**src/rtl/sensor_poll_scheduler.sv**
```systemverilog
// sensor_poll_scheduler: periodic ultrasonic read, GPIO proximity write and SPI display update
module sensor_poll_scheduler #(
  parameter int          POLL_CYC    = 10_000_000,
  parameter int          TIMEOUT_CYC = 1_000_000,
  parameter logic [6:0]  HCSR_ADDR   = 7'h60,
  parameter logic [6:0]  GPIO_ADDR   = 7'h70,
  parameter logic [15:0] NEAR_CM     = 16'd20
) (
  input  logic        clk,
  input  logic        reset,
  input  logic        enable,
  output logic        i2c_req,
  output logic [6:0]  i2c_addr,
  output logic        i2c_rw,
  output logic [7:0]  i2c_wdata,
  input  logic        i2c_busy,
  input  logic        i2c_done,
  input  logic        i2c_ack_err,
  input  logic [7:0]  i2c_rdata,
  output logic        spi_req,
  output logic [7:0]  spi_tx,
  input  logic        spi_busy,
  input  logic        spi_done,
  output logic [15:0] distance,
  output logic        near,
  output logic        err,
  output logic [7:0]  err_cnt,
  output logic        seq_active
);
  localparam int TW = $clog2(POLL_CYC);
  localparam int OW = $clog2(TIMEOUT_CYC + 1);
  typedef enum logic [2:0] {IDLE, RD_HI, RD_LO, WR_GPIO, SPI_HI, SPI_LO, ERR} state_t;
  state_t state, state_nxt, seq_next;
  logic [TW-1:0] tick_cnt;
  logic [OW-1:0] to_cnt;
  logic [7:0] dist_hi;
  logic [15:0] raw, clamped;
  logic tick, issued, i2c_st, spi_st, rd_st, got_done, timeout, nack;
  assign tick       = enable && tick_cnt == TW'(POLL_CYC - 1);
  assign rd_st      = state == RD_HI || state == RD_LO;
  assign i2c_st     = rd_st || state == WR_GPIO;
  assign spi_st     = state == SPI_HI || state == SPI_LO;
  assign i2c_req    = i2c_st && !issued && !i2c_busy;
  assign spi_req    = spi_st && !issued && !spi_busy;
  assign got_done   = issued && (i2c_st ? i2c_done : spi_st && spi_done);
  assign nack       = i2c_st && i2c_ack_err;
  assign timeout    = (i2c_st || spi_st) && to_cnt == OW'(TIMEOUT_CYC - 1);
  assign i2c_addr   = state == WR_GPIO ? GPIO_ADDR : rd_st ? HCSR_ADDR : 7'h00;
  assign i2c_rw     = rd_st;
  assign i2c_wdata  = state == WR_GPIO && near ? 8'hFF : 8'h00;
  assign spi_tx     = state == SPI_HI ? distance[15:8] : state == SPI_LO ? distance[7:0] : 8'h00;
  assign seq_active = state != IDLE;
  assign raw        = {dist_hi, i2c_rdata};
  assign clamped    = raw > 16'd9999 ? 16'd9999 : raw;
  // poll period counter, parked at zero while polling is disabled
  always_ff @(posedge clk or posedge reset)
    if (reset) tick_cnt <= '0;
    else tick_cnt <= (!enable || tick) ? '0 : tick_cnt + 1'b1;
  // next state: a done beats a coincident timeout, NACK aborts the sequence
  always_comb begin
    seq_next  = state == SPI_LO ? IDLE : state_t'(state + 3'd1);
    state_nxt = state == IDLE ? (tick ? RD_HI : IDLE) :
                state == ERR ? IDLE :
                got_done ? (nack ? ERR : seq_next) :
                timeout ? ERR : state;
  end
  // state register plus one-request-per-visit flag and response timer
  always_ff @(posedge clk or posedge reset)
    if (reset) begin
      state  <= IDLE;
      issued <= 1'b0;
      to_cnt <= '0;
    end else begin
      state  <= state_nxt;
      issued <= state_nxt != state ? 1'b0 : issued | i2c_req | spi_req;
      to_cnt <= state_nxt != state ? '0 : (i2c_req || spi_req) ? OW'(1) :
                (i2c_st || spi_st) ? to_cnt + 1'b1 : to_cnt;
    end
  // captured distance bytes and sticky error bookkeeping
  always_ff @(posedge clk or posedge reset)
    if (reset) begin
      dist_hi  <= '0;
      distance <= '0;
      near     <= 1'b0;
      err      <= 1'b0;
      err_cnt  <= '0;
    end else begin
      if (state == RD_HI && got_done && !i2c_ack_err) dist_hi <= i2c_rdata;
      if (state == RD_LO && got_done && !i2c_ack_err) begin
        distance <= clamped;
        near     <= clamped < NEAR_CM;
      end
      if (state == SPI_LO && got_done) err <= 1'b0;
      if (state == ERR) begin
        err     <= 1'b1;
        err_cnt <= err_cnt + 8'(err_cnt != 8'hFF);
      end
    end
endmodule

```
**config.mk**
```make
export PLATFORM = sky130hd
export DESIGN_NAME = sensor_poll_scheduler
export DESIGN_NICKNAME = d
export VERILOG_FILES = /design/src/rtl/sensor_poll_scheduler.sv
export SDC_FILE = /design/constraint.sdc
export NUM_CORES = 1
export LEC_CHECK = 0
export CAP_MARGIN = 20
export CELL_PAD_IN_SITES_DETAIL_PLACEMENT = 1
export CELL_PAD_IN_SITES_GLOBAL_PLACEMENT = 1
export CORE_MARGIN = 1
export CORE_UTILIZATION = 35
export CTS_CLUSTER_DIAMETER = 150
export CTS_CLUSTER_SIZE = 10
export DETAILED_ROUTE_END_ITERATION = 12
export PLACE_DENSITY_LB_ADDON = 0.1
export SLEW_MARGIN = 10
export SYNTH_ARGS = -nofsm -noshare
export SYNTH_HDL_FRONTEND = slang
export SYNTH_SLANG_ARGS = --single-unit
```
**constraint.sdc**
```tcl
create_clock -name clk -period 6.45 [get_ports clk]
set_input_delay 1.29 -clock clk [delete_from_list [all_inputs] [get_ports clk]]
set_output_delay 1.29 -clock clk [all_outputs]
set_load 0.01 [all_outputs]
```
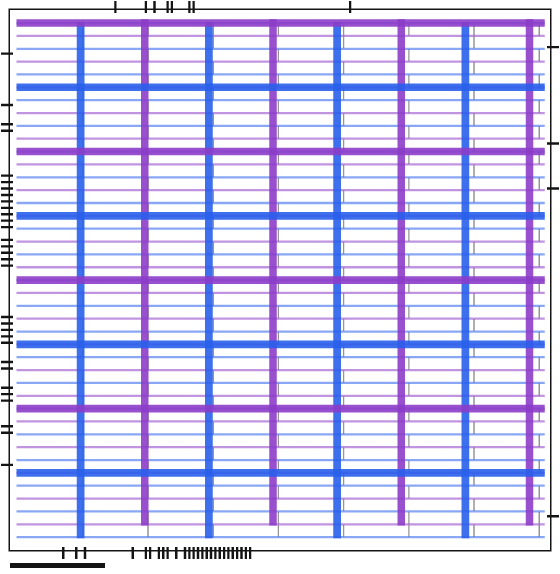
(run_1/power_grid.png)
The bar under the picture is 20 um long. Pins as bars on the die edge. Tap cells in gray.
| color | net |
|---|---|
| blue | VSS |
| purple | VDD |
met5 straps: 8
tap cells: 168
met4 straps: 8

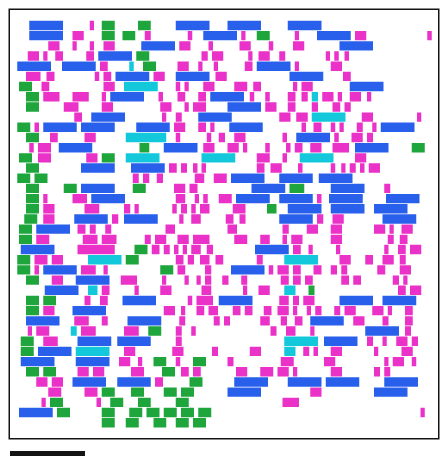
(run_1/placement_by_type.png)
The bar under the picture is 20 um long.
| color | class | cells | share of their area |
|---|---|---|---|
| blue | flops | 82 | 39% |
| magenta | combinational and other logic | 338 | 42% |
| cyan | clock drivers and dummy loads | 16 | 5.6% |
| green | other buffers and delay cells | 68 | 13% |

==> impl_metrics.ini, run 1 <==
; implementation run metrics
[outcome]
run_status = completed

[pwr]
max-vdd-ir-drop_mv = 0.140
power.leakage_nw = 2.27
netSwitchingFraction_pct = 22.4
pg_comb_mw = 0.0382
p_sw_mw = 0.241
p_seq_share_pct = 48.8
p_int_mw = 0.834
clk-power_mw = 0.513
power.group.top = sequential cells
power.share.clock_pct = 47.7
power_frac_comb_pct = 3.6
powerDensity_nw_per_um2 = 198
power_mw = 1.08
p_seq_mw = 0.525

[yosys]
synth.distinct_cells = 48
ys_seq_share_pct = 46.5
syn_area_um2 = 4410
ys.flops = 82
ys_area_um2 = 4410
area_leaders = dfrtp_1 46%, xnor2_1 5.0%, xor2_1 4.8%
edf_count = 0
top_cell_area_share_pct = 46.5
ff_type = dfrtp_1
synthCells = 446
yosysWarnings = 0
yosysCellCount = 446
async_flop_share_pct = 100
postSynthAreaPerCell_um2 = 9.89
yosys.area.top_type = dfrtp_1

[routing]
wl_met3_um = 402
drt-initial-drc-count = 171
ant_nets = 0
dr_total_vias = 3505
first_pass_iters = 4
wire_per_inst_um = 16.7
wl_met2_mm = 5.45
top_layer_used = met4
drc = 0
drt_wl_total_mm = 11.2
wl_met1_mm = 5.27
routed_via_density = 5.22

[setup_path]
crit_chain = and2_1, ha_1, and2_1, clkdlybuf4s50_1
worstSetupPathType = register to output port
reg2reg_setup_slack_ns = 2.68
setup.worst_path.start = state[1]
critical_path_required_ns = 5.16
cp-end-kind = output port
crit_arrival_ns = 2.62
r2r-end = to_cnt[19]
r2r_cells = 8
startpoint_type = register
critPathSlowestCell = dfrtp_1
reg2reg_from = state[1]
critPathMaxFanout = 18
crit_end = i2c_wdata[4]
cp_common_cell = and2_1
cpPeakStageDelay_ns = 0.71

[clock_tree]
clock_latency_ns = 0.34
clockBufferDepth = 2
tritoncts = done
cts.reportedPaths.clkPinSlew_ns = 0.06
cts_setup_buffers = 0
ctsResizeCount = 0
cts.sink_count = 82
htree_levels = 3
hold_buffers = 0
cts_buffers = 9
cts_root_buf = clkbuf_16

[timing]
post-route-min-period_ns = 3.91
worst_slew_pin_slew_ns = 0.854
slew-limit-headroom_pct = 42.6
finalSetupViolCount = 0
fin_skew_ns = 0.00828
fin_setup_tns_ns = 0
period_used_pct = 60.6
finalHoldViolCount = 0
fmax_mhz = 256
slew_violations = 0
grt_setup_unrepaired = false

[floorplanning]
die_area_um2 = 13100
std_cell_rows = 40
io_pins = 69
core_util_floorplan_pct = 36.3
core_um2 = 12200
die_h_um = 114
fp.dieW_um = 114

[worst_hold_path]
hold_start = tick_cnt[0]
min_path_cells = 1
hold_end = tick_cnt[0]
hold_class = register to register

[place]
dp_hpwl_mm = 7.87
placement.io_buffers = 64
place_inst = 654
gp_congestion = 0.754
dpl-instance-area_um2 = 5130

[final_layout]
fillCellCount = 1377
combGateArea_um2 = 2190
layout_top_cells = 82 x dfrtp_1, 64 x clkdlybuf4s50_1, 44 x nand2_1
syn_to_final_growth_pct = 23.3
final_area_um2 = 5440
reg_top3 = tick_cnt: 24 flops, to_cnt: 20 flops, distance: 16 flops
largest_reg_flops = 24
diodes = 0
drive_gt1_share_pct = 7.94
largest-register = tick_cnt
layout.cells.most_common = dfrtp_1
ff_latch_area_um2 = 2050
nNetsFinal = 520
layoutNonFillerInstCount = 672

[flow_run]
drv_cap = 0
tool_warnings = 26

[global_routing]
antenna_found_initial = 0
grt_use_met2_pct = 31.6
overflow = 0
grt_pass1_wl_mm = 19.0
use_met1_pct = 23.5
grt_start_max_net_pins = 51
grt_busiest_layer = met2
track_usage_pct = 18.6
met3_usage_pct = 3.86
grt_pass1_vias = 3707
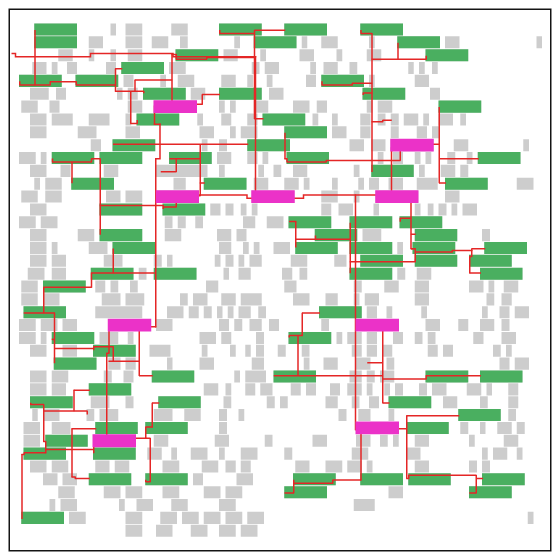
(run_1/clk_routes.png)
[magenta] clock drivers | count: 9
[green] flip-flops | count: 82
[red] clock wires | length: 1120 um
routed clock nets: 10

[run 1: critical path, delay by kind of cell, from the launching register on]
family,cells,cell delay (ns)
adders and majority gates,1,0.42
buffers and inverters,1,0.59
DFF,1,0.71
and+or+nand+nor,2,0.55
[run 1: cells in the mapped netlist, drive strengths merged, types with 2 or more instances]
library cell  number
dfrtp             82
nand2             44
nor2              41
xnor2             25
xor2              24
nor3              21
nand3             19
buf               18
nand4             18
and3              11
clkbuf            11
mux2              10
nor4b             10
o21ai             10
a21oi              9
and2               9
mux2i              9
o22a               7
a22o               6
inv                6
a211oi             5
a21o               5
and4               5
ha                 5
nor4               4
nor4bb             4
or2                4
a31oi              3
o211a              3
a21boi             2
nor2b              2
or3b               2
[run 1: kinds of logic after synthesis]
family / Yosys count / synth area share [%]
adder cells (fa/ha/maj): 5 / 1.42
AND/OR/NAND/NOR: 198 / 23.5
flip-flops: 82 / 46.5
multiplexers: 19 / 4.59
other: 1 / 0.0850
buffers and inverters: 35 / 4.17
AND-OR/OR-AND: 57 / 10.0
XOR/XNOR: 49 / 9.72
[run 1: metrics by stage]
| step | util, % | setup slack [ns] | hold WS (ns) |
|---|---|---|---|
| 2_1_floorplan | - | 2.87 | 0.455 |
| 3_3_place_gp | 42.2 | 2.60 | 0.474 |
| 3_5_place_dp | 42.2 | 2.53 | 0.482 |
| 4_1_cts | 44.6 | 2.52 | 0.497 |
| 5_1_grt | 44.7 | 2.26 | 0.516 |
| 6_report | 44.7 | 2.54 | 0.492 |
[run 1: area by class of cell]
class                   count  share of cell area (%)
clock buffers              10                    4.21
flip-flops and latches     82                    37.7
multi-input cells         332                    40.2
repair buffers             68                    12.4
inverters                   6                   0.437
well taps                 168                    3.86
clock inverters             6                    1.20
==> run_1/congestion.png <==
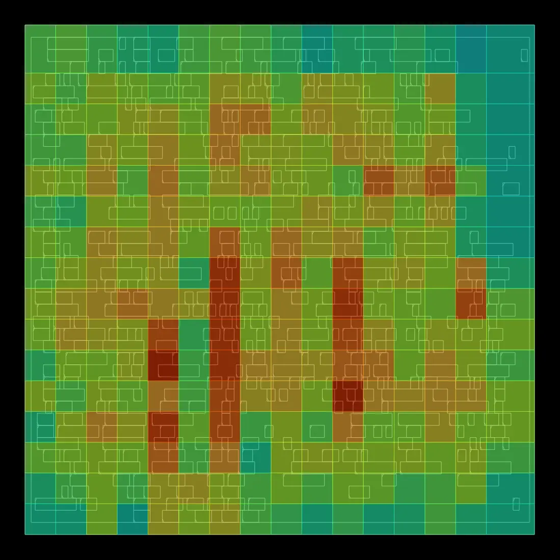

==> run 2: changes to the inputs <==
clock period = 3.8 ns   (was 6.45 ns; I/O delays follow)
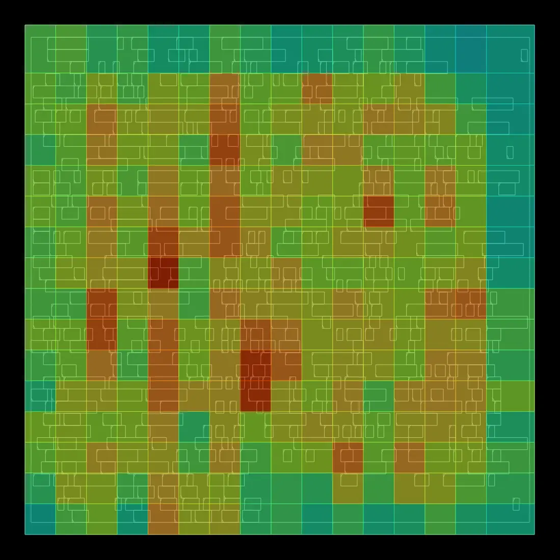
(run_2/congestion.png)
met1 GRT Util: 24.1%
final core occ: 45.0%
met3 global-route usage: 5.45%
routing usage on met2: 32.1%
all-layer global routing usage: 19.1%

==> impl_metrics.ini, run 2 <==
; implementation run metrics
[timing]
finalHoldViolCount = 0
slew_violations = 0
period_used_pct = 80.1
slew-limit-headroom_pct = 39.1
worst_slew_pin_slew_ns = 0.906
grt_setup_unrepaired = false
fmax_mhz = 328
fin_setup_tns_ns = 0
post-route-min-period_ns = 3.04
fin_skew_ns = 0.00714
finalSetupViolCount = 0
fin_hold_ws_ns = 0.489

[yosys]
ys_area_um2 = 4410
top_cells_by_count = 82 x dfrtp_1, 44 x nand2_1, 41 x nor2_1, 25 x xnor2_1, 24 x xor2_1
yosysWarnings = 0
ys.flops = 82
yosysCellCount = 446
synthCells = 446
async_flop_share_pct = 100
edf_count = 0
yosys.area.top_type = dfrtp_1
ys_seq_share_pct = 46.5
top_cell_area_share_pct = 46.5
ff_type = dfrtp_1
postSynthAreaPerCell_um2 = 9.89
most_common_cell = dfrtp_1
area_leaders = dfrtp_1 46%, xnor2_1 5.0%, xor2_1 4.8%
synth.distinct_cells = 48
syn_area_um2 = 4410

[setup_path]
setup.worst_path.start = state[1]
crit_chain = and2_1, ha_1, buf_4, or2_2, and3_1, clkdlybuf4s50_1
path_depth = 6
critical-path-top-delay-family = simple AND/OR/NAND/NOR gates
crit_arrival_ns = 2.28
critPathMaxFanout = 11
critical_path_required_ns = 3.04
cp-end-kind = output port
r2r-end = to_cnt[5]
cpPeakStageDelay_ns = 0.48
reg2reg_from = state[0]
critPathSlowestCell = clkdlybuf4s50_1
reg2reg_setup_slack_ns = 0.79
worstSetupPathType = register to output port
crit_end = i2c_req
startpoint_type = register
r2r_cells = 7
cp_num_buf_inv = 2

[clock_tree]
clock_latency_ns = 0.34
cts.sink_count = 82
cts.reportedPaths.clkPinSlew_ns = 0.06
cts_setup_buffers = 0
cts_root_buf = clkbuf_16
cts_buffers = 9
ctsResizeCount = 0
clockBufferDepth = 2
htree_levels = 3
hold_buffers = 0
tritoncts = done

[final_layout]
diodes = 0
layout_top_cells = 82 x dfrtp_1, 64 x clkdlybuf4s50_1, 44 x nand2_1
largest-register = tick_cnt
largest_reg_flops = 24
drive_gt1_share_pct = 8.84
syn_to_final_growth_pct = 24.0
layout.cells.most_common = dfrtp_1
nNetsFinal = 527
reg_top3 = tick_cnt: 24 flops, to_cnt: 20 flops, distance: 16 flops

[worst_hold_path]
hold_class = register to register
hold_start = tick_cnt[0]

[routing]
dr_total_vias = 3532
ant_nets = 0
drc = 0
routed_via_density = 5.22
wl_met2_mm = 5.49
wl_met3_um = 390
drt_wl_total_mm = 11.4
drt-initial-drc-count = 126
first_pass_iters = 4
top_layer_used = met4
wire_per_inst_um = 16.8
wl_met1_mm = 5.36

[global_routing]
grt_start_max_net_pins = 83
grt_pass1_vias = 3717
grt_pass1_wl_mm = 19.3
grt_busiest_layer = met2
overflow = 0
antenna_found_initial = 0

[floorplanning]
std_cell_rows = 40
core_util_floorplan_pct = 36.3
die_area_um2 = 13100
io_pins = 69

[pwr]
powerDensity_nw_per_um2 = 319
p_int_mw = 1.34
max-vdd-ir-drop_mv = 0.257
netSwitchingFraction_pct = 23.1
p_sw_mw = 0.404
power_frac_comb_pct = 3.8
p_seq_share_pct = 50.9
power.leakage_nw = 2.29
power.share.clock_pct = 45.2

[place]
placement.io_buffers = 64
dp_hpwl_mm = 7.94
gp_congestion = 0.758

[outcome]
run_status = completed

[flow_run]
drv_cap = 0
tool_warnings = 26
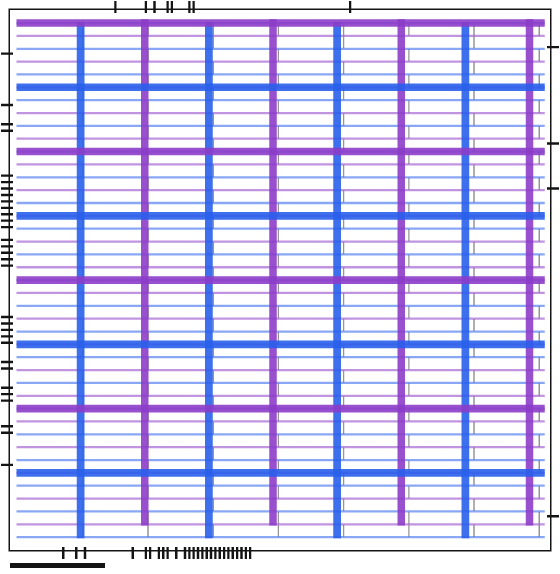
(run_2/power_grid.png)
The bar under the picture is 20 um long. Pins as bars on the die edge. Tap cells in gray.
Die H: 114 um
die width: 114 um
CORE AREA: 12200 um^2

-- run 2: worst min-delay path by stage --
| stage | endpoint | cells after the start |
|---|---|---|
| 4_1_cts | tick_cnt[0] | 1 |
| 3_3_place_gp | tick_cnt[0] | 1 |
| 6_report | tick_cnt[0] | 1 |
| 5_1_grt | err_cnt[5] | 1 |
| 2_1_floorplan | tick_cnt[0] | 1 |
| 3_5_place_dp | tick_cnt[0] | 1 |
-- run 2: cells by family (layout without fill, tap and decap cells) --
family                     Yosys count  after routing  synth area share [%]
buffers and inverters               35             95                  4.17
other                                1              4                0.0850
and+or+nand+nor                    198            198                  23.5
muxes                               19             19                  4.59
adders and majority gates            5              5                  1.42
xor gates and xnor gates            49             49                  9.72
DFF                                 82             82                  46.5
AOI/OAI and AO/OA                   57             57                  10.0
-- run 2: per-stage QoR --
stage	power (mW)	std cells	utilization [%]	instance area, um^2	setup slack (ns)
3_5_place_dp	0.976	663	42.8	5210	0.681
5_1_grt	1.82	677	45.0	5470	0.510
4_1_cts	1.78	677	45.0	5470	0.712
3_3_place_gp	0.974	663	42.8	5210	0.775
6_report	1.75	677	45.0	5470	0.755
2_1_floorplan	0.941	449	-	4420	0.413
-- run 2: power groups by stage --
stage / Sequential (mW) / Combinational, mW / Clock [mW]
2_1_floorplan: 0.904 / 0.0379 / 0
3_3_place_gp: 0.906 / 0.0675 / 0
3_5_place_dp: 0.906 / 0.0697 / 0
4_1_cts: 0.890 / 0.0699 / 0.818
5_1_grt: 0.891 / 0.0769 / 0.851
6_report: 0.890 / 0.0671 / 0.790
-- run 2: area by class of cell --
type                    count  area, um^2
fillers                  1387        6690
clock inverters             4        31.3
multi-input cells         332        2190
flip-flops and latches     82        2050
repair buffers             75         736
inverters                   6        23.8
clock buffers              10         229
well taps                 168         210
==> run_2/wires.png <==
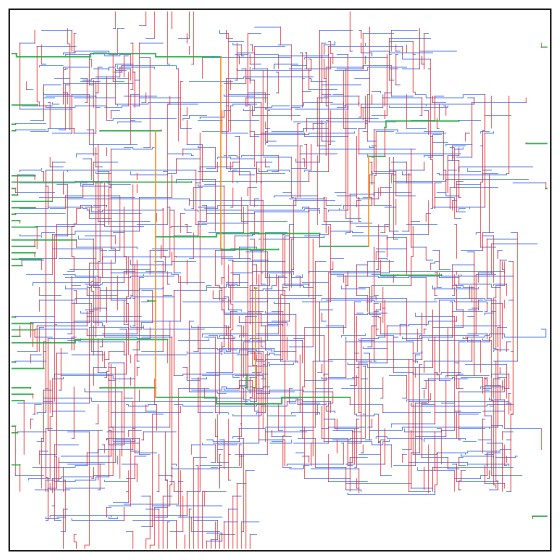

==> run 3: changes to the inputs <==
clock period = 2.6 ns   (was 3.8 ns; I/O delays follow)
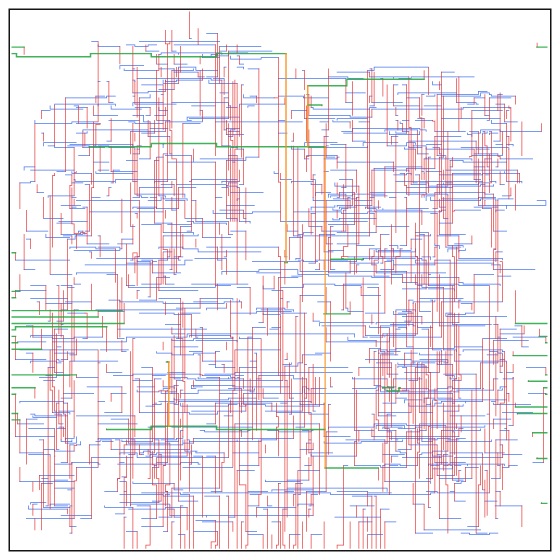
(run_3/wires.png)
| color | layer | wire length |
|---|---|---|
| orange | metal 4 | 139 um |
| blue | metal 1 | 5550 um |
| red | metal 2 | 5830 um |
| green | metal 3 | 381 um |

==> impl_metrics.ini, run 3 <==
; implementation run metrics
[yosys]
yosys.area.top_type = dfrtp_1
ys_sh_xor_pct = 9.72
ys_sh_aoi_pct = 10.0
ys_seq_share_pct = 46.5
synth.distinct_cells = 48
top_cell_area_share_pct = 46.5
ys_area_um2 = 4410
area_leaders = dfrtp_1 46%, xnor2_1 5.0%, xor2_1 4.8%
ys.flops = 82
top_cells_by_count = 82 x dfrtp_1, 44 x nand2_1, 41 x nor2_1, 25 x xnor2_1, 24 x xor2_1
yosysWarnings = 0
mux_area_share_pct = 4.59
adder_share_pct = 1.42
synthCells = 446
yosysCellCount = 446
postSynthAreaPerCell_um2 = 9.89

[clock_tree]
clock_latency_ns = 0.34
cts.sink_count = 82
htree_levels = 3
tritoncts = done
cts_root_buf = clkbuf_16
hold_buffers = 0

[routing]
routed_via_density = 5.18
drt-initial-drc-count = 194
drc = 0
wl_met2_mm = 5.83
drt_wl_total_mm = 11.9
first_pass_iters = 4

[pwr]
max-vdd-ir-drop_mv = 0.378
powerDensity_nw_per_um2 = 450
p_sw_mw = 0.595
power_mw = 2.59
power.share.clock_pct = 45.6
p_int_mw = 2.00
power_frac_comb_pct = 4.1
netSwitchingFraction_pct = 23.0
p_seq_share_pct = 50.3

[place]
gp_congestion = 0.776
dp_hpwl_mm = 8.43
place_ws_ns = -0.0301

[final_layout]
reg_top3 = tick_cnt: 24 flops, to_cnt: 20 flops, distance: 16 flops
syn_to_final_growth_pct = 30.3
largest-register = tick_cnt
fillCellCount = 1367
layout_top_cells = 81 x dfrtp_1, 61 x clkdlybuf4s50_1, 44 x nand2_1
diodes = 0

[flow_run]
drv_cap = 0
tool_warnings = 27

[setup_path]
reg2reg_from = state[0]
cp_num_buf_inv = 3
worstSetupPathType = register to output port
setup.worst_path.start = state[1]
crit_arrival_ns = 2.00
critical-path-top-delay-family = buffers and inverters
crit_chain = buf_4, nand2b_2, buf_4, nor2_1, clkdlybuf4s50_1
critical_path_required_ns = 2.08

[worst_hold_path]
hold_start = state[0]
hold_class = register to register

[timing]
period_used_pct = 96.9
worst_slew_pin_slew_ns = 0.839
finalSetupViolCount = 0
post-route-min-period_ns = 2.52

[global_routing]
antenna_found_initial = 0
overflow = 0
grt_start_max_net_pins = 83

[floorplanning]
fp.dieW_um = 114
die_h_um = 114
std_cell_rows = 40
die_area_um2 = 13100

[outcome]
run_status = completed
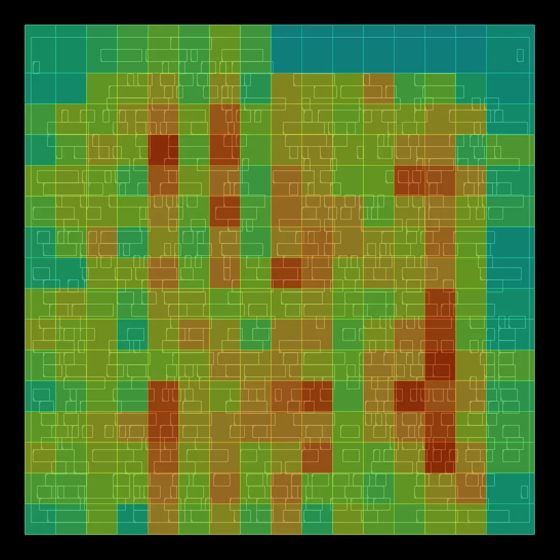
(run_3/congestion.png)
all-layer global routing usage: 19.7%
met1 GRT Util: 25.6%
final core occ: 47.3%

## run 3: cell type report
cell class              count  area, um^2  share of cell area [%]
well taps                 168         210                    3.66
inverters                   6        26.3                   0.457
repair buffers             93         887                    15.4
multi-input cells         332        2300                    40.1
flip-flops and latches     82        2050                    35.7
clock inverters             4        28.8                   0.501
clock buffers              10         239                    4.16
## run 3: path summary, 6_finish.rpt
| kind | depth (start not counted) | to |
|---|---|---|
| hold / removal | 1 | err |
| hold reg to reg | 1 | err |
| min in group asynchronous | 3 | tick_cnt[3] |
| max in group asynchronous | 3 | state[0] |
| setup / recovery | 5 | spi_tx[6] |
| setup reg to reg | 7 | distance[9] |
## run 3: worst register-to-register path, delay by kind of cell, from the launching register on
kind	cells	cell delay, ns
AOI/OAI and AO/OA	4	1.07
and+or+nand+nor	1	0.43
DFF	1	0.41
xor gates and xnor gates	1	0.24
buffers and inverters	1	0.18
## run 3: what timing repair did
action / CTS / global route
gates resized: 2 / 5
buffers inserted: 0 / 1
pin swaps: 0 / 0
setup endpoints to repair: 1 / 9
## run 3: metal layers
metal,global-route usage (%),vias to the layer above
li1,-,1718
met1,25.6,1825
met2,32.3,46
met3,5.13,11
met4,5.80,0
met5,0,-
## run 3: power by group through the flow
stage / Combinational (mW) / Sequential (mW) / Clock (mW)
after floorplan: 0.0576 / 1.32 / 0
after global placement: 0.108 / 1.32 / 0
after detailed placement: 0.110 / 1.32 / 0
after CTS: 0.111 / 1.30 / 1.23
after global routing: 0.121 / 1.30 / 1.27
final: 0.107 / 1.30 / 1.18
## run 3: metrics by stage
step,cells,cell area [um^2]
2_1_floorplan,449,4580
3_3_place_gp,680,5450
3_5_place_dp,680,5450
4_1_cts,694,5720
5_1_grt,695,5750
6_report,695,5750
Power is estimated from default activity; no workload was simulated.
